--- src/rtl/ibuf2axis_if.sv ---
// rtl/ibuf2axis_if.sv - AXI4-Stream bundle carrying ibuf packets to the sink
interface ibuf2axis_if;
    logic [63:0]  tdata;
    logic [7:0]   tstrb;
    logic [127:0] tuser;
    logic         tvalid;
    logic         tlast;
    logic         tready;

    modport master (output tdata, output tstrb, output tuser, output tvalid, output tlast, input tready);
    modport slave  (input tdata, input tstrb, input tuser, input tvalid, input tlast, output tready);
endinterface

--- src/rtl/ibuf2axis.sv ---
// rtl/ibuf2axis.sv - reads header+data packets from a circular ibuf and streams them out
module ibuf2axis #(
    parameter int          BW       = 10,
    parameter logic [7:0]  SRC_PORT = 8'h00,
    parameter logic [15:0] MAX_LEN  = 16'd1518
) (
    input  logic          m_axis_aclk,
    input  logic          m_axis_aresetp,
    ibuf2axis_if.master   m_axis,
    input  logic [BW:0]   committed_prod,
    output logic [BW:0]   committed_cons,
    output logic [BW-1:0] rd_addr,
    input  logic [63:0]   rd_data,
    output logic          err
);
    localparam logic [2:0] S_IDLE   = 3'd0;
    localparam logic [2:0] S_HDR    = 3'd1;
    localparam logic [2:0] S_WAIT   = 3'd2;
    localparam logic [2:0] S_STREAM = 3'd3;
    localparam logic [2:0] S_HALT   = 3'd4;

    logic [2:0]   state_q, state_d;
    logic [BW:0]  rd_ptr_q, rd_ptr_d;
    logic [BW:0]  fetch_q, fetch_d;
    logic [BW:0]  cons_q, cons_d;
    logic         err_q, err_d;
    logic [15:0]  len_q, len_d;
    logic [7:0]   dst_q, dst_d;
    logic [13:0]  nwords_q, nwords_d;
    logic [13:0]  issued_q, issued_d;
    logic [13:0]  loaded_q, loaded_d;
    logic         pend_q, pend_d;
    logic [1:0]   cnt_q, cnt_d;
    logic [63:0]  buf0_q, buf0_d, buf1_q, buf1_d;
    logic         tvalid_q, tvalid_d, tlast_q, tlast_d;
    logic [63:0]  tdata_q, tdata_d;
    logic [7:0]   tstrb_q, tstrb_d;
    logic [127:0] tuser_q, tuser_d;

    logic [BW:0]  avail;
    logic [16:0]  hdr_sum;
    logic [15:0]  hdr_len;
    logic [7:0]   last_strb;
    logic         out_fire, src_buf, load, pop, push, issue;
    logic [1:0]   cnt_next, widx;

    assign avail     = committed_prod - rd_ptr_q;
    assign hdr_len   = rd_data[47:32];
    assign hdr_sum   = {1'b0, hdr_len} + 17'd7;
    assign last_strb = (len_q[2:0] == 3'd0) ? 8'hFF : ((8'h01 << len_q[2:0]) - 8'h01);
    assign out_fire  = tvalid_q & m_axis.tready;

    // The read address is the fetch pointer itself, so rd_data always answers the
    // read issued in the previous cycle.
    assign rd_addr        = fetch_q[BW-1:0];
    assign committed_cons = cons_q;
    assign err            = err_q;
    assign m_axis.tdata   = tdata_q;
    assign m_axis.tstrb   = tstrb_q;
    assign m_axis.tuser   = tuser_q;
    assign m_axis.tvalid  = tvalid_q;
    assign m_axis.tlast   = tlast_q;

    always_comb begin
        state_d  = state_q;
        rd_ptr_d = rd_ptr_q;
        fetch_d  = fetch_q;
        cons_d   = cons_q;
        err_d    = err_q;
        len_d    = len_q;
        dst_d    = dst_q;
        nwords_d = nwords_q;
        issued_d = issued_q;
        loaded_d = loaded_q;
        pend_d   = 1'b0;
        cnt_d    = cnt_q;
        buf0_d   = buf0_q;
        buf1_d   = buf1_q;
        tvalid_d = tvalid_q;
        tlast_d  = tlast_q;
        tdata_d  = tdata_q;
        tstrb_d  = tstrb_q;
        tuser_d  = tuser_q;
        src_buf  = (cnt_q != 2'd0);
        load     = 1'b0;
        pop      = 1'b0;
        push     = 1'b0;
        issue    = 1'b0;
        cnt_next = cnt_q;
        widx     = cnt_q;

        case (state_q)
            S_IDLE: begin
                if (avail != '0) begin
                    fetch_d = rd_ptr_q + 1'b1;
                    state_d = S_HDR;
                end
            end
            S_HDR: begin
                len_d    = hdr_len;
                dst_d    = rd_data[55:48];
                nwords_d = hdr_sum[16:3];
                issued_d = '0;
                loaded_d = '0;
                if (hdr_len == 16'd0) begin
                    rd_ptr_d = rd_ptr_q + 1'b1;
                    cons_d   = rd_ptr_q + 1'b1;
                    state_d  = S_IDLE;
                end else if (hdr_len > MAX_LEN) begin
                    err_d   = 1'b1;
                    state_d = S_HALT;
                end else begin
                    rd_ptr_d = rd_ptr_q + 1'b1;
                    state_d  = S_WAIT;
                end
            end
            S_WAIT: begin
                if (32'(avail) >= 32'(nwords_q)) begin
                    fetch_d  = fetch_q + 1'b1;
                    pend_d   = 1'b1;
                    issued_d = 14'd1;
                    state_d  = S_STREAM;
                end
            end
            S_STREAM: begin
                // Output register first, then the 2-deep skid buffer, then the RAM port.
                load     = (!tvalid_q || out_fire) && (src_buf || pend_q);
                pop      = load && src_buf;
                push     = pend_q && !(load && !src_buf);
                widx     = cnt_q - {1'b0, pop};
                cnt_next = cnt_q + {1'b0, pend_q} - {1'b0, load};
                cnt_d    = cnt_q - {1'b0, pop} + {1'b0, push};
                if (pop)
                    buf0_d = buf1_q;
                if (push) begin
                    if (widx == 2'd0)
                        buf0_d = rd_data;
                    else
                        buf1_d = rd_data;
                end
                issue = (issued_q != nwords_q) && (cnt_next <= 2'd1);
                if (issue) begin
                    pend_d   = 1'b1;
                    fetch_d  = fetch_q + 1'b1;
                    issued_d = issued_q + 14'd1;
                end
                if (load) begin
                    tvalid_d = 1'b1;
                    tdata_d  = src_buf ? buf0_q : rd_data;
                    tlast_d  = (loaded_q + 14'd1 == nwords_q);
                    tstrb_d  = (loaded_q + 14'd1 == nwords_q) ? last_strb : 8'hFF;
                    tuser_d  = {96'b0, dst_q, SRC_PORT, len_q};
                    loaded_d = loaded_q + 14'd1;
                end else if (out_fire) begin
                    tvalid_d = 1'b0;
                    tlast_d  = 1'b0;
                end
                if (out_fire && tlast_q) begin
                    rd_ptr_d = rd_ptr_q + (BW+1)'(nwords_q);
                    fetch_d  = rd_ptr_q + (BW+1)'(nwords_q);
                    cons_d   = rd_ptr_q + (BW+1)'(nwords_q);
                    tvalid_d = 1'b0;
                    tlast_d  = 1'b0;
                    state_d  = S_IDLE;
                end
            end
            S_HALT: begin
                tvalid_d = 1'b0;
            end
            default: state_d = S_IDLE;
        endcase
    end

    always_ff @(posedge m_axis_aclk) begin
        if (m_axis_aresetp) begin
            state_q  <= S_IDLE;
            rd_ptr_q <= '0;
            fetch_q  <= '0;
            cons_q   <= '0;
            err_q    <= 1'b0;
            len_q    <= '0;
            dst_q    <= '0;
            nwords_q <= '0;
            issued_q <= '0;
            loaded_q <= '0;
            pend_q   <= 1'b0;
            cnt_q    <= '0;
            buf0_q   <= '0;
            buf1_q   <= '0;
            tvalid_q <= 1'b0;
            tlast_q  <= 1'b0;
            tdata_q  <= '0;
            tstrb_q  <= '0;
            tuser_q  <= '0;
        end else begin
            state_q  <= state_d;
            rd_ptr_q <= rd_ptr_d;
            fetch_q  <= fetch_d;
            cons_q   <= cons_d;
            err_q    <= err_d;
            len_q    <= len_d;
            dst_q    <= dst_d;
            nwords_q <= nwords_d;
            issued_q <= issued_d;
            loaded_q <= loaded_d;
            pend_q   <= pend_d;
            cnt_q    <= cnt_d;
            buf0_q   <= buf0_d;
            buf1_q   <= buf1_d;
            tvalid_q <= tvalid_d;
            tlast_q  <= tlast_d;
            tdata_q  <= tdata_d;
            tstrb_q  <= tstrb_d;
            tuser_q  <= tuser_d;
        end
    end
endmodule

--- src/flat_wrapper.sv ---
// flat-port wrapper written by rule: the top's interface ports become plain ports
module ibuf2axis_flat 
#(
    parameter int          BW       = 10,
    parameter logic [7:0]  SRC_PORT = 8'h00,
    parameter logic [15:0] MAX_LEN  = 16'd1518
)
  (m_axis_aclk, m_axis_aresetp, committed_prod, committed_cons, rd_addr, rd_data, err, m_axis_tdata, m_axis_tstrb, m_axis_tuser, m_axis_tvalid, m_axis_tlast, m_axis_tready);
  ibuf2axis_if m_axis_i ();
  input  logic m_axis_aclk;
  input  logic m_axis_aresetp;
  input  logic [BW:0] committed_prod;
  output logic [BW:0] committed_cons;
  output logic [BW-1:0] rd_addr;
  input  logic [63:0] rd_data;
  output logic err;
  output wire logic [$bits(m_axis_i.tdata)-1:0] m_axis_tdata;
  output wire logic [$bits(m_axis_i.tstrb)-1:0] m_axis_tstrb;
  output wire logic [$bits(m_axis_i.tuser)-1:0] m_axis_tuser;
  output wire logic [$bits(m_axis_i.tvalid)-1:0] m_axis_tvalid;
  output wire logic [$bits(m_axis_i.tlast)-1:0] m_axis_tlast;
  input wire logic [$bits(m_axis_i.tready)-1:0] m_axis_tready;
  assign m_axis_tdata = m_axis_i.tdata;
  assign m_axis_tstrb = m_axis_i.tstrb;
  assign m_axis_tuser = m_axis_i.tuser;
  assign m_axis_tvalid = m_axis_i.tvalid;
  assign m_axis_tlast = m_axis_i.tlast;
  assign m_axis_i.tready = m_axis_tready;
  ibuf2axis #(.BW(BW), .SRC_PORT(SRC_PORT), .MAX_LEN(MAX_LEN)) u_core (.m_axis_aclk(m_axis_aclk), .m_axis_aresetp(m_axis_aresetp), .m_axis(m_axis_i), .committed_prod(committed_prod), .committed_cons(committed_cons), .rd_addr(rd_addr), .rd_data(rd_data), .err(err));
endmodule
--- config.mk ---
export PLATFORM = sky130hd
export DESIGN_NAME = ibuf2axis_flat
export DESIGN_NICKNAME = d
export VERILOG_FILES = /design/src/rtl/ibuf2axis_if.sv /design/src/rtl/ibuf2axis.sv /design/src/flat_wrapper.sv
export SDC_FILE = /design/constraint.sdc
export NUM_CORES = 1
export LEC_CHECK = 0
export CAP_MARGIN = 20
export CORE_MARGIN = 10
export CORE_UTILIZATION = 30
export CTS_CLUSTER_DIAMETER = 60
export CTS_CLUSTER_SIZE = 24
export DETAILED_ROUTE_END_ITERATION = 8
export PLACE_DENSITY = 0.5
export SLEW_MARGIN = 0
export SYNTH_ARGS = -nofsm -noshare
export SYNTH_HDL_FRONTEND = slang
export SYNTH_SLANG_ARGS = --single-unit
export TNS_END_PERCENT = 5
--- constraint.sdc ---
create_clock -name m_axis_aclk -period 3.8 [get_ports m_axis_aclk]
set_input_delay 0.38 -clock m_axis_aclk [delete_from_list [all_inputs] [get_ports m_axis_aclk]]
set_output_delay 0.38 -clock m_axis_aclk [all_outputs]
set_load 0.01 [all_outputs]
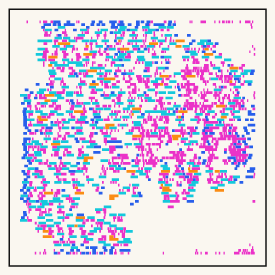
**Above:** run 1 (cell classes on the final placement).
Scale: 1 px per um.
colour	class	cells
blue	other buffers and delay cells	287
magenta	all other logic	1596
orange	clock drivers and dummy loads	61
cyan	flip-flops	331

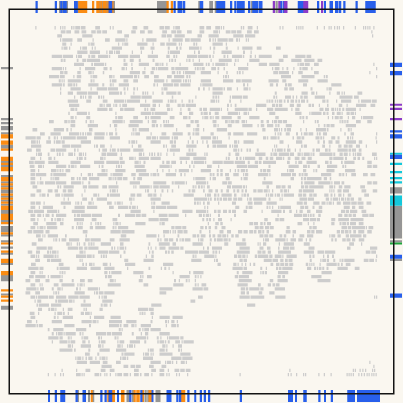
**Above:** run 1 (pin map).
Scale: 1.5 px per um. Pins as bars across the die edge, other pins in grey.
colour	port	pins	direction	edge
purple	`committed_cons`	11	output	8 top, 3 right
cyan	`rd_addr`	10	output	right
green	`m_axis_tready`	1	input	right
orange	`m_axis_tdata`	64	output	33 left, 16 top, 15 bottom
blue	`m_axis_tuser`	128	output	58 top, 57 bottom, 13 right
all pins by edge	103 top, 83 bottom, 68 left, 48 right

==> results.json, run 1 <==
{
  "netlist_top_cells_count": "nand2_1, dfxtp_1, nor2_1, a21oi_1, clkbuf_1",
  "tightest_slew_ns": 0.935,
  "syn_avg_cell_area_um2": 7.97,
  "crit_chain": "inv_4 -> buf_6 -> fa_2 -> a21o_1 -> a221oi_2 -> o31ai_1 -> a21oi_1 -> xnor2_1 -> ha_2 -> o21a_1 -> o21ai_2 -> nor3_4 -> o211ai_1 -> buf_4 -> buf_12 -> o311ai_4 -> o41ai_2",
  "avgViaCountPerCell": 4.92,
  "busiest_layer": "met2",
  "groute.usage.overall_pct": 16.5,
  "peakVddDrop_uv": 245,
  "ys_sh_xor_pct": 4.43,
  "rrSetupSlack_ns": 0.11,
  "grt_overflow": 0,
  "topCellsByArea": "dfxtp_1, nand2_1, a21oi_1",
  "p_leak_nw": 7.68,
  "fill_cells": 5675,
  "combPwrFrac_pct": 13.0,
  "n_antenna_cell": 1,
  "globalplace.congestion": 0.830,
  "path_max_fanout": 8,
  "drt-total-wl_um": 55900,
  "r2r_end": "u_core.issued_q[7]",
  "whs_path_depth": 2,
  "reg2reg_from": "u_core.rd_ptr_q[1]",
  "synthesis.area_um2": 16600,
  "rr_worst_depth": 17,
  "cts_root_buffer": "clkbuf_16",
  "total_power_mw": 8.18,
  "async_reset_ff_share_pct": 0,
  "synth.largest_area_cell": "dfxtp_1",
  "hold_buffers": 0,
  "sh_seq_area_pct": 32.0,
  "ant_nets": 0,
  "cts_tree": "built",
  "clkPwrFrac_pct": 42.7,
  "power.switching_mw": 2.38,
  "fp-row-count": 86,
  "critPathCapture": "u_core.issued_q[7]",
  "edf_count": 0,
  "synth_flops": 331,
  "warning_count": 31,
  "tapCellCount": 748,
  "biggestCellCategory": "multi-input combinational cells",
  "clockBufferDepth": 3,
  "ys_seq_share_pct": 39.9,
  "buf_share_pct": 13.4,
  "htreeDepth": 2,
  "top_cell_area_share_pct": 39.9,
  "cts_setup_buffers": 7,
  "startpoint_type": "register",
  "first_iter_violations": 1006,
  "flops": 331,
  "wl_per_cell_um": 18.5,
  "synthAoiAreaFrac_pct": 20.3,
  "setup_tns_ns": 0,
  "maxCapViolCount": 0,
  "first_global_vias": 14500,
  "rsz0062_at_grt": "yes",
  "via_count": 14900,
  "die_w_um": 255,
  "switching_share_pct": 29.1,
  "io_pins": 302,
  "path_depth": 17,
  "chipArea_um2": 65200,
  "grt_antenna_before_repair": 7,
  "flop_cell": "dfxtp_1",
  "outcome": "completed",
  "powerSeq_mw": 3.62,
  "coreArea_um2": 55000,
  "setup_slack_ns": 0.106,
  "hold_slack_ns": 0.280,
  "wl_met1_um": 24700,
  "comb-power_mw": 1.06,
  "period_used_pct": 97.2,
  "use_met2_pct": 27.1,
  "period_minus_slack_ns": 3.69,
  "synthMuxAreaShare_pct": 4.59,
  "power_leader": "sequential cells",
  "hold_class": "primary input to register",
  "fin_area_um2": 20700,
  "startpoint": "u_core.rd_ptr_q[1]",
  "yosys.area_share.simple_pct": 18.3,
  "crit_family": "AND-OR/OR-AND gates",
  "port_buffers": 197,
  "end_kind": "register",
  "fa_ha_area_share_pct": 3.10,
  "place_area_um2": 19300,
  "logic_area_um2": 9060,
  "most_common_cell": "nand2_1",
  "die_h_um": 255,
  "pwr-share-seq_pct": 44.3
}
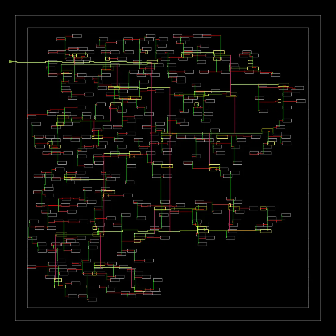
**Above:** run 1 (clock nets).
Clock Latency Late Sink: 0.58 ns
clock-net power: 3.50 mW
clk_buf instances: 39
final clock skew: 0.0531 ns
clock sink count: 331

**Run 1: cell area per tile**

Scale: 1.5 px per um. 26 x 26 tiles, from black (low) to pale yellow (high), 0 to 100% covered.
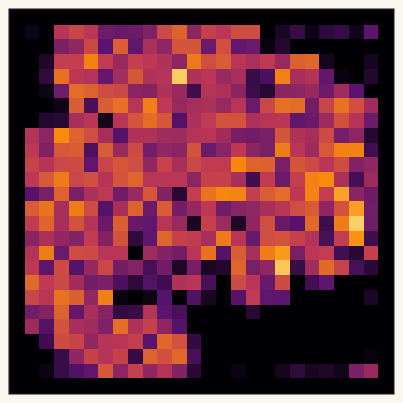

## Run 2: what changed since run 1
CELL_PAD_IN_SITES_DETAIL_PLACEMENT = 0   (was not set)
CELL_PAD_IN_SITES_GLOBAL_PLACEMENT = 2   (was not set)
CORE_UTILIZATION = 28   (was 30)
PLACE_DENSITY = 0.75   (was 0.5)
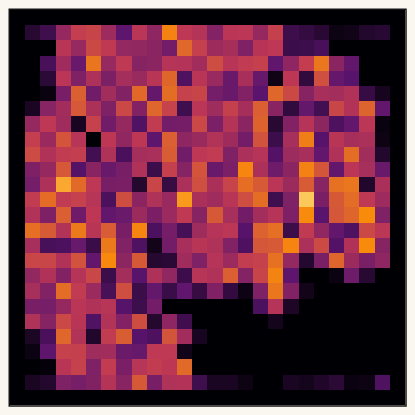
**Above:** run 2 (cell area per tile).
Scale: 1.5 px per um. 26 x 26 tiles, from black (low) to pale yellow (high), 0 to 100% covered.
mean over tiles	29%
nearly empty tiles	28%
densest ninth of the die	middle

==> run 2 against run 1 <==
Compared with the run above: register-to-register slack worse by 0.03 ns; first-iteration DRC count down 6.2%; synthesized cell count is the same; highest routed layer unchanged; critical path type unchanged.
==> results.json, run 2 <==
{
  "clockBufferDepth": 3,
  "coreArea_um2": 58900,
  "wl_met1_um": 26000,
  "p_leak_nw": 7.72,
  "power_leader": "the clock network",
  "groute.usage.overall_pct": 16.1,
  "crit_family": "AND-OR/OR-AND gates",
  "ys_seq_share_pct": 39.9,
  "sh_seq_area_pct": 31.8,
  "peakVddDrop_uv": 284,
  "cts_tree": "built",
  "ant_nets": 0,
  "outcome": "completed",
  "tapCellCount": 773,
  "crit_chain": "ha_4 -> inv_1 -> fa_2 -> a21o_1 -> buf_4 -> a221oi_2 -> xnor2_1 -> ha_1 -> a21o_1 -> a2111oi_2 -> o21ai_1 -> a21oi_2 -> nor3_4 -> buf_6 -> nor3_4 -> or4b_4 -> nand2_2",
  "via_count": 15000,
  "reg2reg_from": "u_core.rd_ptr_q[0]",
  "cts_sinks": 331,
  "drt-total-wl_um": 58200,
  "clock_buffers": 38,
  "whs_path_depth": 2,
  "maxCapViolCount": 0,
  "path_depth": 17,
  "synth.largest_area_cell": "dfxtp_1",
  "fin_area_um2": 20800,
  "synthMuxAreaShare_pct": 4.59,
  "fp-row-count": 89,
  "startpoint": "u_core.rd_ptr_q[0]",
  "period_used_pct": 98.1,
  "n_all_inverters": 42,
  "cts_setup_buffers": 1,
  "grt_overflow": 0,
  "setup_slack_ns": 0.0737,
  "hold_slack_ns": 0.288,
  "wl_per_cell_um": 19.0,
  "rsz0062_at_grt": "yes",
  "chipArea_um2": 69500,
  "flops": 331,
  "use_met2_pct": 26.4,
  "edf_count": 0,
  "powerSeq_mw": 3.63,
  "warning_count": 31,
  "biggestCellCategory": "multi-input combinational cells",
  "setup_tns_ns": 0,
  "syn_avg_cell_area_um2": 7.97,
  "globalplace.congestion": 0.821,
  "total_power_mw": 8.36,
  "flop_cell": "dfxtp_1",
  "startpoint_type": "register",
  "fa_ha_area_share_pct": 3.10,
  "yosys.area_share.simple_pct": 18.3,
  "ys_types": 68,
  "avgViaCountPerCell": 4.91,
  "n_antenna_cell": 0,
  "first_iter_violations": 944,
  "critPathCapture": "u_core.issued_q[3]",
  "synthesis.area_um2": 16600,
  "period_minus_slack_ns": 3.73,
  "rr_worst_depth": 17,
  "synthAoiAreaFrac_pct": 20.3,
  "r2r_end": "u_core.issued_q[3]",
  "ys_sh_xor_pct": 4.43,
  "first_global_vias": 15100,
  "combPwrFrac_pct": 12.8,
  "place_area_um2": 19400,
  "hold_buffers": 0,
  "rrSetupSlack_ns": 0.07,
  "async_reset_ff_share_pct": 0,
  "p_clk_mw": 3.66,
  "comb-power_mw": 1.07,
  "tightest_slew_ns": 1.09,
  "grt_antenna_before_repair": 4,
  "io_pins": 302,
  "buf_share_pct": 13.5,
  "power.switching_mw": 2.43,
  "cts_root_buffer": "clkbuf_16",
  "topCellsByArea": "dfxtp_1, nand2_1, a21oi_1",
  "top_cell_area_share_pct": 39.9,
  "hold_class": "primary input to register",
  "netlist_top_cells_count": "nand2_1, dfxtp_1, nor2_1, a21oi_1, clkbuf_1",
  "end_kind": "register",
  "clock_skew_ns": 0.0323,
  "path_max_fanout": 3,
  "clkPwrFrac_pct": 43.8,
  "yosysChipArea_um2": 16600,
  "busiest_layer": "met2"
}
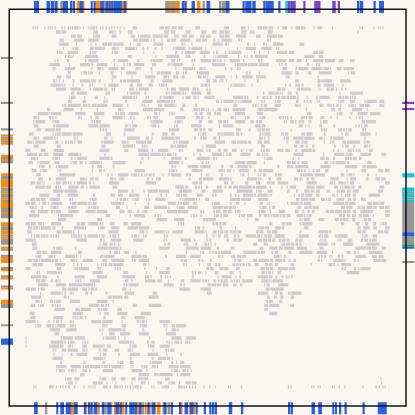
**Above:** run 2 (pin map).
Scale: 1.5 px per um. Pins as bars across the die edge, other pins in grey.
Die H: 264 um
Port Buffer Count: 197
Die Wd: 264 um

**Run 2: clock nets**

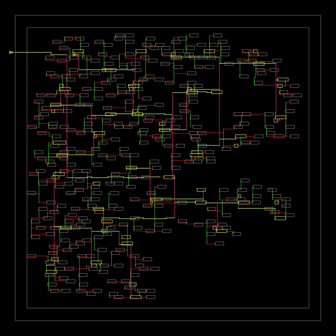

## Run 3: what changed since run 2
GPL_TIMING_DRIVEN = 0   (was not set)
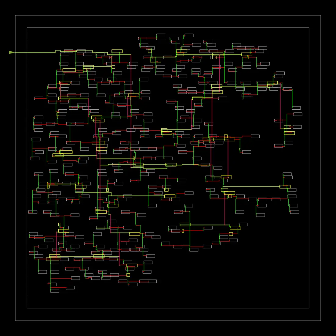
**Above:** run 3 (clock nets).
num sequential: 331
final clock skew: 0.0382 ns
clk_buf instances: 43
Clock Latency Late Sink: 0.56 ns
Num CTS Buffers: 36

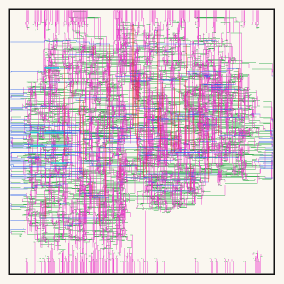
**Above:** run 3 (metal layers overlaid).
Scale: 1 px per um.
colour	layer	wire length
green	met1	27.3 mm
cyan	met5	80.0 um
magenta	met2	31.1 mm
blue	met3	4060 um
red	met4	1850 um

==> run 3 against run 2 <==
Compared with the run above: the run now ends with negative setup slack left; via count grew 5.0%; first-iteration DRC count rose by 3.8%; sequential power about the same; final cell count increased by 5.8%; setup slack worse by 0.16 ns; total power is 2.5% higher; critical path type unchanged; core utilization is 1.4 points higher; critical endpoint unchanged; combinational power up 8%; clock power increased by 3%.
==> results.json, run 3 <==
{
  "yosys.area_share.simple_pct": 18.3,
  "fill_cells": 6186,
  "n_antenna_cell": 6,
  "outcome": "complete, but fails checks",
  "powerSeq_mw": 3.63,
  "topCellsByArea": "dfxtp_1, nand2_1, a21oi_1",
  "flop_cell": "dfxtp_1",
  "netlist_top_cells_count": "nand2_1, dfxtp_1, nor2_1, a21oi_1, clkbuf_1",
  "die_h_um": 264,
  "setup_viol": 3,
  "setup_slack_ns": -0.0833,
  "warning_count": 28,
  "place_area_um2": 19900,
  "use_met2_pct": 30.0,
  "rsz0062_at_grt": "yes",
  "peakVddDrop_uv": 233,
  "rr_worst_depth": 17,
  "synth.largest_area_cell": "dfxtp_1",
  "synth_flops": 331,
  "hold_buffers": 0,
  "cts_root_buffer": "clkbuf_16",
  "first_global_vias": 15800,
  "cts_setup_buffers": 8,
  "crit_family": "AND-OR/OR-AND gates",
  "globalplace.congestion": 0.854,
  "crit_chain": "inv_4 -> ha_4 -> nor2b_4 -> o2111a_2 -> o31ai_4 -> a21oi_2 -> xor2_2 -> ha_1 -> a21o_1 -> a2111oi_2 -> o21ai_1 -> a21oi_2 -> nor3_4 -> buf_6 -> nor3_4 -> or4b_4 -> nand2_2",
  "failed_checks": "negative setup slack",
  "grt_antenna_before_repair": 9,
  "most_common_cell": "nand2_1",
  "synthesis.area_um2": 16600,
  "maxCapViolCount": 0,
  "startpoint_type": "register",
  "comb-power_mw": 1.16,
  "rrSetupSlack_ns": -0.08,
  "async_reset_ff_share_pct": 0,
  "edf_count": 0,
  "buf_share_pct": 16.1,
  "avgViaCountPerCell": 4.87,
  "ys_types": 68,
  "die_w_um": 264,
  "synthMuxAreaShare_pct": 4.59,
  "logic_area_um2": 9150,
  "busiest_layer": "met2",
  "n_all_inverters": 42,
  "htreeDepth": 2,
  "syn_avg_cell_area_um2": 7.97,
  "end_kind": "register",
  "r2r_end": "u_core.issued_q[3]"
}
Power is estimated from default activity; no workload was simulated.
